===== config.mk =====
export PLATFORM = sky130hd
export DESIGN_NAME = hazard_stall_controller
export DESIGN_NICKNAME = d
export VERILOG_FILES = /design/src/rtl/ppu_hazard_pkg.sv /design/src/rtl/forward_select.sv /design/src/rtl/hazard_stall_controller.sv
export SDC_FILE = /design/constraint.sdc
export NUM_CORES = 1
export LEC_CHECK = 0
export CORE_ASPECT_RATIO = 1.4
export CORE_MARGIN = 5
export CORE_UTILIZATION = 47
export DETAILED_ROUTE_END_ITERATION = 7
export PLACE_DENSITY = 0.81
export SYNTH_ARGS = -nofsm -noshare
export SYNTH_HDL_FRONTEND = slang
export SYNTH_SLANG_ARGS = --single-unit

===== constraint.sdc =====
create_clock -name clk -period 2.94 [get_ports clk]
set_clock_uncertainty 0.2 [all_clocks]
set_input_delay 0.441 -clock clk [delete_from_list [all_inputs] [get_ports clk]]
set_output_delay 0.441 -clock clk [all_outputs]
set_load 0.01 [all_outputs]

===== src/rtl/ppu_hazard_pkg.sv =====
// rtl/ppu_hazard_pkg.sv - shared types and constants for the PPU hazard/stall controller
package ppu_hazard_pkg;

  typedef enum logic {
    RUN      = 1'b0,
    MEM_WAIT = 1'b1
  } state_t;

  localparam logic [1:0] FWD_RF  = 2'd0;
  localparam logic [1:0] FWD_EX  = 2'd1;
  localparam logic [1:0] FWD_MEM = 2'd2;
  localparam logic [1:0] FWD_WB  = 2'd3;

  localparam logic [4:0] REG_X0 = 5'd0;

endpackage


===== src/rtl/forward_select.sv =====
// rtl/forward_select.sv - priority forwarding select for one EX operand
module forward_select
  import ppu_hazard_pkg::*;
(
  input  logic [4:0] rs,
  input  logic       uses,
  input  logic [4:0] ex_rd,
  input  logic       ex_rf_enable,
  input  logic       ex_load_instr,
  input  logic [4:0] mem_rd,
  input  logic       mem_rf_enable,
  input  logic [4:0] wb_rd,
  input  logic       wb_rf_enable,
  output logic [1:0] sel
);

  // A load in EX has no result yet; the load-use stall covers that case.
  always_comb begin
    sel = FWD_RF;
    if (uses && rs != REG_X0) begin
      if (rs == ex_rd && ex_rf_enable && !ex_load_instr) sel = FWD_EX;
      else if (rs == mem_rd && mem_rf_enable)            sel = FWD_MEM;
      else if (rs == wb_rd && wb_rf_enable)              sel = FWD_WB;
    end
  end

endmodule


===== src/rtl/hazard_stall_controller.sv =====
// rtl/hazard_stall_controller.sv - hazard detection, stall/flush/hold sequencing and forwarding for the 5-stage PPU
module hazard_stall_controller
  import ppu_hazard_pkg::*;
#(
  parameter int CNT_W       = 16,
  parameter int MEM_TIMEOUT = 64,
  parameter int TO_W        = 8
) (
  input  logic             clk,
  input  logic             reset,
  input  logic [4:0]       id_rs1,
  input  logic [4:0]       id_rs2,
  input  logic             id_uses_rs1,
  input  logic             id_uses_rs2,
  input  logic [4:0]       ex_rd,
  input  logic             ex_rf_enable,
  input  logic             ex_load_instr,
  input  logic [4:0]       mem_rd,
  input  logic             mem_rf_enable,
  input  logic [4:0]       wb_rd,
  input  logic             wb_rf_enable,
  input  logic             ex_branch_taken,
  input  logic             mem_ram_enable,
  input  logic             ram_ready,
  output logic             cu_mux_sel,
  output logic             pc_load_en,
  output logic             ifid_load_en,
  output logic             ifid_flush,
  output logic             pipe_hold,
  output logic [1:0]       fwd_a_sel,
  output logic [1:0]       fwd_b_sel,
  output logic [CNT_W-1:0] stall_cycles,
  output logic [CNT_W-1:0] flush_count,
  output logic             mem_timeout_err
);

  state_t          state;
  logic [TO_W-1:0] wait_cnt;
  logic [TO_W-1:0] wait_next;
  logic [1:0]      fwd_a;
  logic [1:0]      fwd_b;
  logic            load_use;
  logic            mem_stall;
  logic            luse_cycle;
  logic            flush_cycle;

  forward_select u_fwd_a (
    .rs            (id_rs1),
    .uses          (id_uses_rs1),
    .ex_rd         (ex_rd),
    .ex_rf_enable  (ex_rf_enable),
    .ex_load_instr (ex_load_instr),
    .mem_rd        (mem_rd),
    .mem_rf_enable (mem_rf_enable),
    .wb_rd         (wb_rd),
    .wb_rf_enable  (wb_rf_enable),
    .sel           (fwd_a)
  );

  forward_select u_fwd_b (
    .rs            (id_rs2),
    .uses          (id_uses_rs2),
    .ex_rd         (ex_rd),
    .ex_rf_enable  (ex_rf_enable),
    .ex_load_instr (ex_load_instr),
    .mem_rd        (mem_rd),
    .mem_rf_enable (mem_rf_enable),
    .wb_rd         (wb_rd),
    .wb_rf_enable  (wb_rf_enable),
    .sel           (fwd_b)
  );

  assign load_use = ex_load_instr && ex_rf_enable && (ex_rd != REG_X0) &&
                    ((id_uses_rs1 && id_rs1 == ex_rd) || (id_uses_rs2 && id_rs2 == ex_rd));

  // Once waiting, only ram_ready releases; the frozen MEM stage keeps the access pending.
  assign mem_stall   = (state == RUN) ? (mem_ram_enable && !ram_ready) : !ram_ready;
  assign flush_cycle = !mem_stall && ex_branch_taken;
  assign luse_cycle  = (state == RUN) && !mem_stall && !ex_branch_taken && load_use;

  always_comb begin
    cu_mux_sel   = 1'b0;
    pc_load_en   = 1'b1;
    ifid_load_en = 1'b1;
    ifid_flush   = 1'b0;
    pipe_hold    = 1'b0;
    fwd_a_sel    = fwd_a;
    fwd_b_sel    = fwd_b;
    if (reset) begin
      cu_mux_sel   = 1'b1;
      pc_load_en   = 1'b0;
      ifid_load_en = 1'b0;
      ifid_flush   = 1'b1;
      fwd_a_sel    = FWD_RF;
      fwd_b_sel    = FWD_RF;
    end else if (mem_stall) begin
      pipe_hold    = 1'b1;
      pc_load_en   = 1'b0;
      ifid_load_en = 1'b0;
    end else if (ex_branch_taken) begin
      ifid_flush   = 1'b1;
      cu_mux_sel   = 1'b1;
      ifid_load_en = 1'b0;
    end else if (load_use) begin
      cu_mux_sel   = 1'b1;
      pc_load_en   = 1'b0;
      ifid_load_en = 1'b0;
    end
  end

  always_comb begin
    wait_next = '0;
    if (state == RUN) begin
      if (mem_stall) wait_next = TO_W'(1);
    end else if (!ram_ready) begin
      wait_next = (wait_cnt == {TO_W{1'b1}}) ? wait_cnt : wait_cnt + 1'b1;
    end
  end

  always_ff @(posedge clk or posedge reset) begin
    if (reset) begin
      state           <= RUN;
      wait_cnt        <= '0;
      stall_cycles    <= '0;
      flush_count     <= '0;
      mem_timeout_err <= 1'b0;
    end else begin
      state    <= mem_stall ? MEM_WAIT : RUN;
      wait_cnt <= wait_next;
      if (mem_stall && wait_next >= TO_W'(MEM_TIMEOUT)) mem_timeout_err <= 1'b1;
      if ((mem_stall || luse_cycle) && stall_cycles != {CNT_W{1'b1}})
        stall_cycles <= stall_cycles + 1'b1;
      if (flush_cycle && flush_count != {CNT_W{1'b1}})
        flush_count <= flush_count + 1'b1;
    end
  end

endmodule


==> images/metal_stack.png <==
Drawn at 4 px/um.
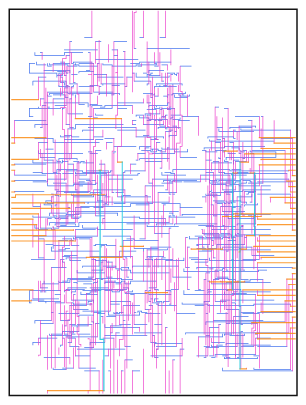
| layer | colour | wire length |
|---|---|---|
| met1 | blue | 2800 um |
| met3 | orange | 473 um |
| met4 | cyan | 174 um |
| met2 | magenta | 3250 um |
Routed WL: 6690 um
Overall Global Routing Usage: 0.208
Routed WL per cell: 15.4 um
via count: 2264

==> images/registers.png <==
Drawn at 3 px/um.
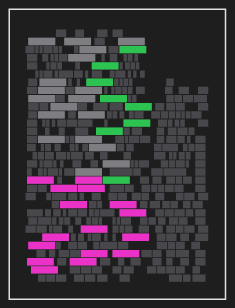
| netlist name | colour | sequential cells |
|---|---|---|
| wait_cnt | green | 8 |
| stall_cycles | magenta | 16 |
Sequential cell area: 0.00105 mm^2
seq pwr: 0.823 mW
Layout Utilization: 0.708

==> images/pins.png <==
Drawn at 3 px/um. Pins as bars across the die edge, other pins in grey.
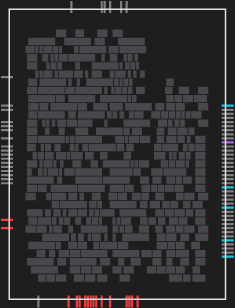
| port | colour | pins | direction | edge |
|---|---|---|---|---|
| id_uses_rs2 | purple | 1 | input | right |
| ex_rd | cyan | 5 | input | right |
| stall_cycles | red | 16 | output | 14 bottom, 2 left |
all pins by edge: 38 right, 19 left, 15 bottom, 6 top
# port buffers: 77
DIE HEIGHT: 96.2 um
Die X: 71.5 um

==> images/port_nets.png <==
Drawn at 4 px/um.
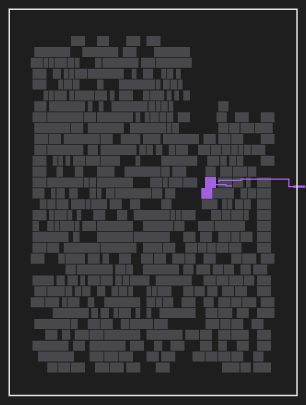
| port | colour | bits | direction | edge | end cells | buffers | wire |
|---|---|---|---|---|---|---|---|
| id_uses_rs2 | purple | 1 | input | right | 2 | 1 | 31.1 um |
IO Count: 78

==> images/final_congestion.png <==
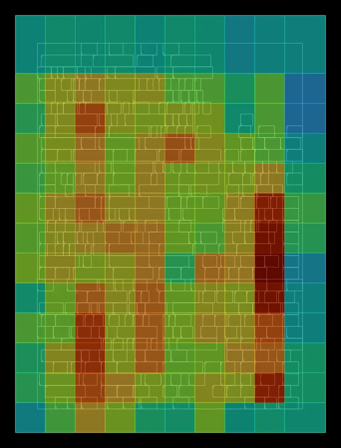
met1 Use GR: 0.248
M3 GR Usage: 0.0522
GR peak layer: met2
met2 GRT Util: 0.357

## final cells by class
type	count	area, um^2	area share
clock buffers	6	82.6	0.0226
repair buffers	106	983	0.269
well taps	66	82.6	0.0226
clock inverters	2	12.5	0.00342
inverters	5	18.8	0.00514
flip-flops and latches	42	1050	0.288
multi-input cells	208	1420	0.390
## metrics by stage
stage | util | total power, mW | hold slack, ns | area (um^2)
finish | 0.708 | 1.84 | 0.280 | 3650
global route | 0.708 | 1.97 | 0.305 | 3650
CTS | 0.704 | 1.86 | 0.287 | 3630
detailed placement | 0.685 | 1.47 | 0.273 | 3540
global placement | 0.685 | 1.45 | 0.263 | 3540
floorplan | - | 1.08 | 0.307 | 2490
==> out/qor.csv <==
metric,value,unit
worstPathCellList,clkdlybuf4s50_1 > buf_4 > or4_4 > o211ai_1 > nor2_1 > clkdlybuf4s15_1,
async_flop_share,1.00,
row_count,31,
rrSetupSlack,0.63,ns
switchingPower,0.597,mW
netSwitchingFraction,0.324,
r2r_cells,5,
drive_above_1_share,0.144,
synth_adder_area_share,0.0151,
drt_pre_antenna_iters,4,
power_leader,sequential cells,
yosysSeqAreaShare,0.422,
cp.arrival,2.20,ns
ff_type,dfrtp_1,
compound_area_frac,0.0552,
hpwl,5180,um
grt_overflow_total,0,
synth_dominant_cell_count,xor2_1,
topCombFamilyByArea,simple AND/OR/NAND/NOR gates,
period_used_share,0.966,
highest_layer,met4,
slew_headroom,0.632,
met3WireLength,473,um
hold_class,reg -> reg,
yosysCellCount,258,
fillers,402,
p_int,1.24,mW
syn_area_per_cell,9.66,um^2
final_common_cell,clkdlybuf4s50_1,
status,completed,
cts_tree,built,
cpMaxStageDelayCell,or4_4,
netlist.area_leader.share,0.422,
critPathRequiredTime,2.30,ns
cts.hold.buffers_added,0,
synthesis.nets,297,
power.density,504,mW/mm^2
max_freq,0.352,GHz
fin_nets,407,
grt_pass1_wl,11200,um
min_period,2.84,ns
fp_util,0.483,
yosys_warnings,0,
grt_antenna_before_repair,0,
largest_area_cell,dfrtp_1,
crit_start,id_rs1[1],
xor_area_frac,0.221,
wl_met2,3250,um
r2r_start,stall_cycles[3],
via_per_inst,5.20,
hp-start,stall_cycles[6],
path_clk_slew,0.07,ns
simple_gate_share,0.253,
ir_drop,0.474,mV
numSynthFlops,42,
final_cell_count_no_fill,435,
min_to,stall_cycles[6],
cts-root-buf,clkbuf_8,
met1_length,2800,um
warnings,27,
crit_path_max_fanout,3,
syn_area,0.00249,mm^2
drc,0,
endpoint,fwd_a_sel[0],
mux_area_frac,0.0186,
criticalPathCategory,in -> out,
lay_top_cells,"65 x clkdlybuf4s50_1, 50 x xor2_1, 42 x dfrtp_1",
dp_cells,426,
critPathLaunchType,input port,
powerClk,0.382,mW
pre_cts_ws,-0.249,ns
top_regs,"flush_count: 16 flops, stall_cycles: 16 flops, wait_cnt: 8 flops",
ys_area,0.00249,mm^2
final_antenna_net_count,0,
grt_pass1_vias,2317,
combPwrFrac,0.346,
postCtsSetupBuffers,0,
syn_inst,258,
p_leak,1.66,nW
edf_count,0,
path_depth,6,
grt_max_degree,36,
clkLatencyLatePin,0.29,ns
final-hold-violation-count,0,
worstPathBufferInverterCount,3,
antenna_cells,0,
Power figures rest on the tool's default switching activity, not on a simulated workload.
